--- config.mk ---
export PLATFORM = sky130hd
export DESIGN_NAME = fetch_dispatch_fsm
export DESIGN_NICKNAME = d
export VERILOG_FILES = /design/src/rtl/fetch_dispatch_fsm.sv
export SDC_FILE = /design/constraint.sdc
export NUM_CORES = 1
export LEC_CHECK = 0
export CORE_MARGIN = 2
export CORE_UTILIZATION = 44
export DETAILED_ROUTE_END_ITERATION = 12
export GPL_TIMING_DRIVEN = 0
export PLACE_DENSITY = 0.8
export SYNTH_ARGS = -nofsm -noshare
export SYNTH_HDL_FRONTEND = slang
export SYNTH_SLANG_ARGS = --single-unit
--- constraint.sdc ---
create_clock -name clk -period 1.8 [get_ports clk]
set_clock_uncertainty 0.1 [all_clocks]
set_input_delay 0.27 -clock clk [delete_from_list [all_inputs] [get_ports clk]]
set_output_delay 0.27 -clock clk [all_outputs]
set_load 0.005 [all_outputs]
--- src/rtl/fetch_dispatch_fsm.sv ---
// Instruction fetch/dispatch controller.
// Owns the PC, fetches one 16-bit instruction word, classifies its opcode,
// pulses start to the selected execute unit and applies the unit's PC
// update request once it reports done. Unknown opcodes raise a one-cycle
// illegal pulse and are skipped. An all-zero word halts the controller. An
// execute unit that never answers drives it into a terminal fault state.
module fetch_dispatch_fsm #(
  parameter int                 ADDR_W   = 8,
  parameter logic [ADDR_W-1:0]  RESET_PC = '0,
  parameter int                 TIMEOUT  = 16
) (
  input  logic              clk,
  input  logic              rst,
  output logic [ADDR_W-1:0] memAddr,
  output logic              memRd,
  input  logic [15:0]       memData,
  input  logic              memValid,
  output logic [15:0]       instruction,
  output logic [1:0]        unitSel,
  output logic              start,
  input  logic              done,
  input  logic              pcInc,
  input  logic              pcLoad,
  input  logic [ADDR_W-1:0] pcLoadVal,
  output logic [ADDR_W-1:0] pc,
  output logic              illegal,
  output logic              halted,
  output logic              fault
);

  // The counter only has to reach TIMEOUT-1.
  localparam int CNT_W = (TIMEOUT > 1) ? $clog2(TIMEOUT) : 1;
  localparam logic [CNT_W-1:0] CNT_LAST = CNT_W'(TIMEOUT - 1);

  typedef enum logic [2:0] {
    IDLE,
    FETCH,
    DECODE,
    DISPATCH,
    EXEC_WAIT,
    ADVANCE,
    HALT,
    FAULT
  } state_t;

  localparam logic [1:0] SEL_ALU    = 2'd0;
  localparam logic [1:0] SEL_MEM    = 2'd1;
  localparam logic [1:0] SEL_BRANCH = 2'd2;

  state_t            state;
  state_t            state_next;
  logic [CNT_W-1:0]  wait_cnt;
  logic              timeout_hit;

  // Opcode classification of the latched instruction word.
  logic              is_halt;
  logic              is_valid;
  logic [1:0]        sel_dec;

  // Classify the held instruction. The all-zero word is checked first
  // because its opcode field would otherwise count as illegal.
  // NOTE: every signal driven here gets a default before the case statement;
  // leaving any path unassigned would infer a latch.
  always_comb begin
    is_halt  = (instruction == 16'h0000);
    is_valid = 1'b0;
    sel_dec  = SEL_ALU;
    if (!is_halt) begin
      case (instruction[15:12])
        4'b0100: begin is_valid = 1'b1; sel_dec = SEL_ALU;    end
        4'b1000: begin is_valid = 1'b1; sel_dec = SEL_MEM;    end
        4'b1100: begin is_valid = 1'b1; sel_dec = SEL_BRANCH; end
        default: begin is_valid = 1'b0; sel_dec = SEL_ALU;    end
      endcase
    end
  end

  assign timeout_hit = (wait_cnt == CNT_LAST);

  // State register.
  // NOTE: all clocked state is updated with non-blocking assignments. Every
  // flop then samples pre-edge values, whatever the order of the statements.
  always_ff @(posedge clk or negedge rst) begin
    if (!rst) state <= IDLE;
    else      state <= state_next;
  end

  // Next-state decode.
  always_comb begin
    state_next = state;
    case (state)
      IDLE:      state_next = FETCH;
      FETCH:     if (memValid) state_next = DECODE;
      DECODE: begin
        if (is_halt)       state_next = HALT;
        else if (is_valid) state_next = DISPATCH;
        else               state_next = ADVANCE;
      end
      DISPATCH:  state_next = EXEC_WAIT;
      EXEC_WAIT: begin
        if (done)             state_next = ADVANCE;
        else if (timeout_hit) state_next = FAULT;
      end
      ADVANCE:   state_next = FETCH;
      HALT:      state_next = HALT;
      FAULT:     state_next = FAULT;
      default:   state_next = IDLE;
    endcase
  end

  // Instruction register, unit select, PC, execute-wait counter and the
  // registered illegal pulse.
  always_ff @(posedge clk or negedge rst) begin
    if (!rst) begin
      instruction <= 16'h0000;
      unitSel     <= SEL_ALU;
      pc          <= RESET_PC;
      wait_cnt    <= '0;
      illegal     <= 1'b0;
    end else begin
      illegal <= (state == DECODE) && !is_halt && !is_valid;
      case (state)
        FETCH: begin
          if (memValid) instruction <= memData;
        end
        DECODE: begin
          if (is_valid)              unitSel <= sel_dec;
          else if (!is_halt)         pc      <= pc + ADDR_W'(1);
        end
        DISPATCH: begin
          wait_cnt <= '0;
        end
        EXEC_WAIT: begin
          if (done) begin
            // A load request overrides a simultaneous increment request.
            if (pcLoad)     pc <= pcLoadVal;
            else if (pcInc) pc <= pc + ADDR_W'(1);
          end else if (!timeout_hit) begin
            wait_cnt <= wait_cnt + CNT_W'(1);
          end
        end
        default: ;
      endcase
    end
  end

  // Moore outputs. memAddr follows pc directly so that a fetch always
  // presents the current PC.
  assign memAddr = pc;
  assign memRd   = (state == FETCH);
  assign start   = (state == DISPATCH);
  assign halted  = (state == HALT) || (state == FAULT);
  assign fault   = (state == FAULT);

endmodule

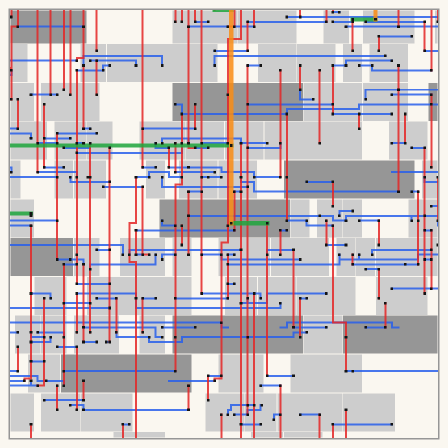
run_1/detail.png
Window x 19 to 49, y 5 to 35 um. Cells in grey, sequential cells in the stronger grey; small squares are vias.
legend:
  metal 3:
    colour: green
  metal 2:
    colour: red
  metal 4:
    colour: orange
  metal 1:
    colour: blue
cells with their middle in the window: 66
sequential cells in the window: 7
netlist names of flops here include: `state` (3), `wait_cnt` (2)
most frequent: buf_4 (7), dfrtp_1 (7), nand2_1 (5)

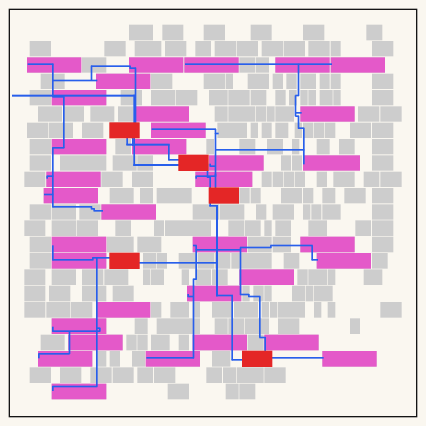
run_1/clk_routes.png
Drawn at 6 px/um.
legend:
  clock wires:
    colour: blue
    length: 428 um
  flip-flops:
    colour: magenta
    count: 34
  clock drivers:
    colour: red
    count: 5
routed clock nets: 6

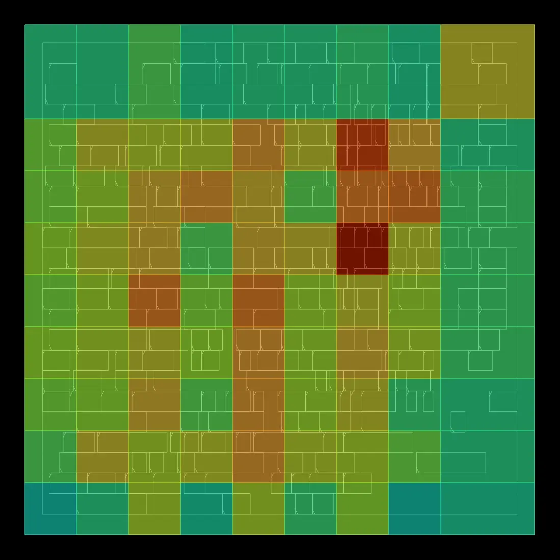
run_1/congestion.png
drt wl/cell: 13.9 um
M1 GR Usage: 23.2%

==> ci_impl_report.md, run 1 <==
## Implementation flow summary

| Metric | Value |
|---|---|
| Sw frac | 34.4% |
| Sw Pwr | 1.53 mW |
| Number of logic gates | 111 |
| Status | completed |
| Sequential portion of the cell area | 31.0% |
| Main flop type | dfrtp_1 |
| Placed Area | 2520 um^2 |
| Routed Antenna Nets | 0 |
| Post-layout min period | 1.79 ns |
| Basic Gates by Area | 18.7% |
| Well Taps | 50 |
| Slew Viols, Final | 0 |
| Synthesized netlist cell count | 163 |
| Synth-to-Final Area Change | 54.5% |
| RR Endpoint | memAddr[0] |
| Clock Power Share | 12.9% |
| Root buffer cell | clkbuf_8 |
| Clock-cell share of area | 3.32% |
| Setup_tns | 0 ns |
| Sequential area share after synthesis | 47.7% |
| Yosys cell count | 163 |
| Routed Wire Length | 4200 um |
| Die y size | 67.7 um |
| Gp weighted congestion | 0.766 |
| P_int | 2.93 mW |
| Mux share | 11.2% |
| Distinct cells, synth | 38 |
| Relative slew slack | 48.3% |
| Total CTS buffers | 5 |
| DP HPWL | 2870 um |
| Cells along the critical path | buf_6 > buf_4 > nor3b_4 > nand2_1 > clkbuf_4 > and3_1 > a211oi_2 |
| Total gr overflow | 0 |
| Flip-flops | 34 |
| Fa+ha+maj area frac | 1.40% |
| Core area | 3940 um^2 |
| Yosys chip area | 1780 um^2 |
| Crit. path cell count | 7 |
| First DRT Iteration DRCs | 86 |
| Die footprint | 4580 um^2 |
| Flop2flop setup slack | 0.01 ns |
| Drt first pass iters | 4 |
| Syn avg cell area | 10.9 um^2 |
| Fill cell count | 325 |
| Fin. Hold Viols | 0 |
| Global routing's busiest layer | met2 |
| Gate Area | 828 um^2 |
| # H-tree levels | 2 |
| PnR worst setup slack | 0.00989 ns |
| Sequential power | 1.51 mW |
| Worst skew pair latency | 0.28 ns |
| Slowest stage delay, CP | 0.37 ns |
| Crit share post-route | 99.5% |
| Worst r2r src | state[1] |
| Hold Slack | 0.381 ns |
| Number of synthesized flops with an enable pin | 0 |
| Max reg flops | 16 |
| Number of gates resized after CTS | 8 |
| Met3 WL post-DR | 373 um |
| DR top layer | met4 |
| Crit Path Class | reg -> reg |
| Final tally of setup violations | 0 |
| Top-area cell share | 47.7% |
| Leading area contributor after synthesis | dfrtp_1 |
| Maximum vdd ir drop | 0.959 mV |
| Top Consumer | combinational logic |
| Area fraction in xor and xnor cells | 0.982% |
| Crit path max fanout | 10 |
| CTS max path bufs | 2 |
| TritonCTS Sinks | 34 |
| Clk power | 0.575 mW |
| Critical Path Slowest Stage Cell | dfrtp_1 |
| GRT met2 Usage | 30.3% |
| Registers, synthesis | 34 |
| Top-count cell post-synth | dfrtp_1 |
| Leak | 1.23 nW |
| Top cells by area | dfrtp_1 48%, mux2_2 10%, buf_4 5.1% |
| All-layer global routing usage | 18.6% |
| Top Layout Cells | 64 x clkdlybuf4s50_1, 32 x dfrtp_1, 22 x buf_4 |
| F_max | 559 MHz |
| Combinational power share | 53.4% |
| CP top delay family | simple AND/OR/NAND/NOR gates |
| Syn_nets | 195 |
| Top cell excl fill/tap | clkdlybuf4s50_1 |
| RSZ-0062 raised after global routing | yes |
| CTS tree | built |
| Mapped cell area | 1780 um^2 |
| Worst-Margin Slew | 0.775 ns |
| Logic family by area | simple AND/OR/NAND/NOR gates |
| Worst Hold Class | reg -> reg |
| Non-filler cells, final | 302 |
| Hold_buf cts | 1 |
| Hold depth | 1 |
| Maxcap violations | 0 |
| Path depth of the worst reg2reg path | 7 |
| Final net count | 283 |
| Biggest Area Class | non-clock buffers |
| Pre-CTS WS | -0.258 ns |
| Buf+Inv Stages, Crit Path | 3 |
| CP endpoint | memAddr[0] |
| Met3 usage | 7.33% |
| Critical Path Source | state[1] |
| Placed Cells | 281 |
| Top cells by count | 34 x dfrtp_1, 16 x mux2_2, 14 x nand2_1 |
| Residual DRC | 0 |
| Largest net degree at the start of global routing | 35 |
| Post-CTS setup buffer count | 4 |
| Met1 WL | 1800 um |
| First-pass GRT wire length | 6380 um |
## Run 2: what changed since run 1
Settings changed: CAP_MARGIN from default to 20.
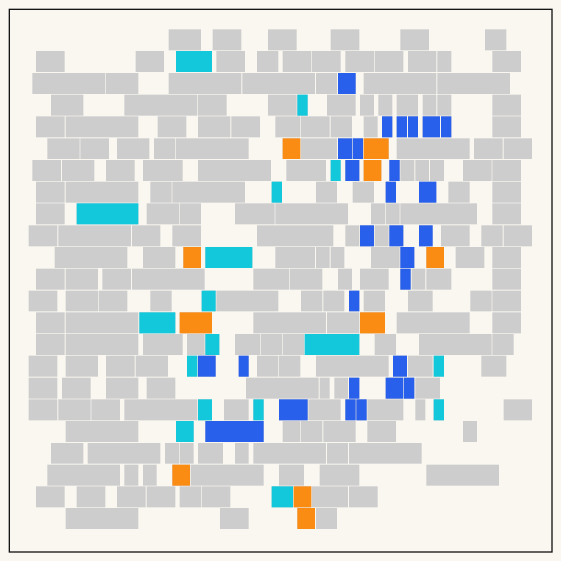
run_2/logic_types.png
Drawn at 8 px/um.
legend:
  NAND gates:
    colour: blue
    cells: 28
  NOR gates:
    colour: cyan
    cells: 17
  AND and OR gates:
    colour: orange
    cells: 10

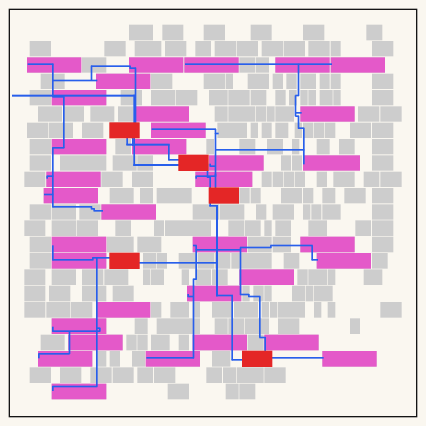
run_2/clk_routes.png
Drawn at 6 px/um.
legend:
  clock drivers:
    colour: red
    count: 5
  clock wires:
    colour: blue
    length: 428 um
  flip-flops:
    colour: magenta
    count: 34
routed clock nets: 6

==> ci_impl_report.md, run 2 <==
## Implementation flow summary

| Metric | Value |
|---|---|
| Flop2flop setup slack | 0.01 ns |
| Crit end category | flip-flop |
| CTS max path bufs | 2 |
| Syn avg cell area | 10.9 um^2 |
| Critical Path Slowest Stage Cell | dfrtp_1 |
| Logic family by area | simple AND/OR/NAND/NOR gates |
| Flip-flops | 34 |
| Fa+ha+maj area frac | 1.40% |
| GRT met2 Usage | 30.3% |
| Mapped cell area | 1780 um^2 |
| DR top layer | met4 |
| Top-area cell share | 47.7% |
| Mux share | 11.2% |
| Clock-cell share of area | 3.32% |
| Async set-reset flop share out of synthesis | 100% |
| Maxcap violations | 0 |
| Top cells by count | 34 x dfrtp_1, 16 x mux2_2, 14 x nand2_1 |
| Post-layout min period | 1.79 ns |
| Registers, synthesis | 34 |
| Path depth of the worst reg2reg path | 7 |
| Sw Pwr | 1.53 mW |
| TritonCTS Sinks | 34 |
| RR Endpoint | memAddr[0] |
| P_int | 2.93 mW |
| Fin. Hold Viols | 0 |
| Relative slew slack | 48.3% |
| Placed Cells | 281 |
| First-pass GRT wire length | 6380 um |
| Crit Path Class | reg -> reg |
| Total CTS buffers | 5 |
| Hold_buf cts | 1 |
| Slew Viols, Final | 0 |
| Residual DRC | 0 |
| Met3 usage | 7.33% |
| Hold Slack | 0.381 ns |
| Leading area contributor after synthesis | dfrtp_1 |
| Global routing's busiest layer | met2 |
| Vias in the first global route | 1414 |
| Drt first pass iters | 4 |
| Leak | 1.23 nW |
| Area fraction in xor and xnor cells | 0.982% |
| Number of synthesized flops with an enable pin | 0 |
| Met1 WL | 1800 um |
| Well Taps | 50 |
| CP top delay family | simple AND/OR/NAND/NOR gates |
| Combinational power share | 53.4% |
| Placed Area | 2520 um^2 |
| DP HPWL | 2870 um |
| Main flop type | dfrtp_1 |
| M1 GR Usage | 23.2% |
| PnR worst setup slack | 0.00989 ns |
| All-layer global routing usage | 18.6% |
| Root buffer cell | clkbuf_8 |
| Fill cell count | 325 |
| Syn_nets | 195 |
| Finished Core Util | 69.9% |
| Distinct cells, synth | 38 |
| RSZ-0062 raised after global routing | yes |
| Pre-CTS WS | -0.258 ns |
| Final tally of setup violations | 0 |
| Crit. path cell count | 7 |
| Top cells by area | dfrtp_1 48%, mux2_2 10%, buf_4 5.1% |
| Power Density | 1620 nW/um^2 |
| Hold depth | 1 |
| Core area | 3940 um^2 |
| Met3 WL post-DR | 373 um |
| Final net count | 283 |
| Critical Path Source | state[1] |
| Number of gates resized after CTS | 8 |
| Slowest stage delay, CP | 0.37 ns |
| Clock Power Share | 12.9% |
| Crit share post-route | 99.5% |
| Routed Wire Length | 4200 um |
| Max reg flops | 16 |
| Sw frac | 34.4% |
| CTS tree | built |
| Crit path max fanout | 10 |
| Cells along the critical path | buf_6 > buf_4 > nor3b_4 > nand2_1 > clkbuf_4 > and3_1 > a211oi_2 |
| Maximum vdd ir drop | 0.959 mV |
| Die width | 67.7 um |
| Gate Area | 828 um^2 |
| Yosys chip area | 1780 um^2 |
| Largest net degree at the start of global routing | 35 |
| Worst skew pair latency | 0.28 ns |
| First DRT Iteration DRCs | 86 |
| Top Layout Cells | 64 x clkdlybuf4s50_1, 32 x dfrtp_1, 22 x buf_4 |
| Routed Antenna Nets | 0 |
| Yosys cell count | 163 |
| Top Consumer | combinational logic |
| Sequential power | 1.51 mW |
| Worst-Margin Slew | 0.775 ns |
| Top cell excl fill/tap | clkdlybuf4s50_1 |
| Basic Gates by Area | 18.7% |
| Total gr overflow | 0 |
| Non-filler cells, final | 302 |
| # H-tree levels | 2 |
| F_max | 559 MHz |
| Post-CTS setup buffer count | 4 |
| Die y size | 67.7 um |
| Clk power | 0.575 mW |
| Sequential portion of the cell area | 31.0% |
| Worst r2r src | state[1] |
| Worst Hold Class | reg -> reg |
| Drt wl/cell | 13.9 um |
| Synthesized netlist cell count | 163 |
| Biggest Area Class | non-clock buffers |
| Status | completed |
| Die footprint | 4580 um^2 |
| Buf+Inv Stages, Crit Path | 3 |
| Setup_tns | 0 ns |
| Gp weighted congestion | 0.766 |
| Sequential area share after synthesis | 47.7% |
| Number of logic gates | 111 |
| Top-count cell post-synth | dfrtp_1 |
| CP endpoint | memAddr[0] |
| Synth-to-Final Area Change | 54.5% |
No activity file was given, so power comes from the tool's default toggle rates.
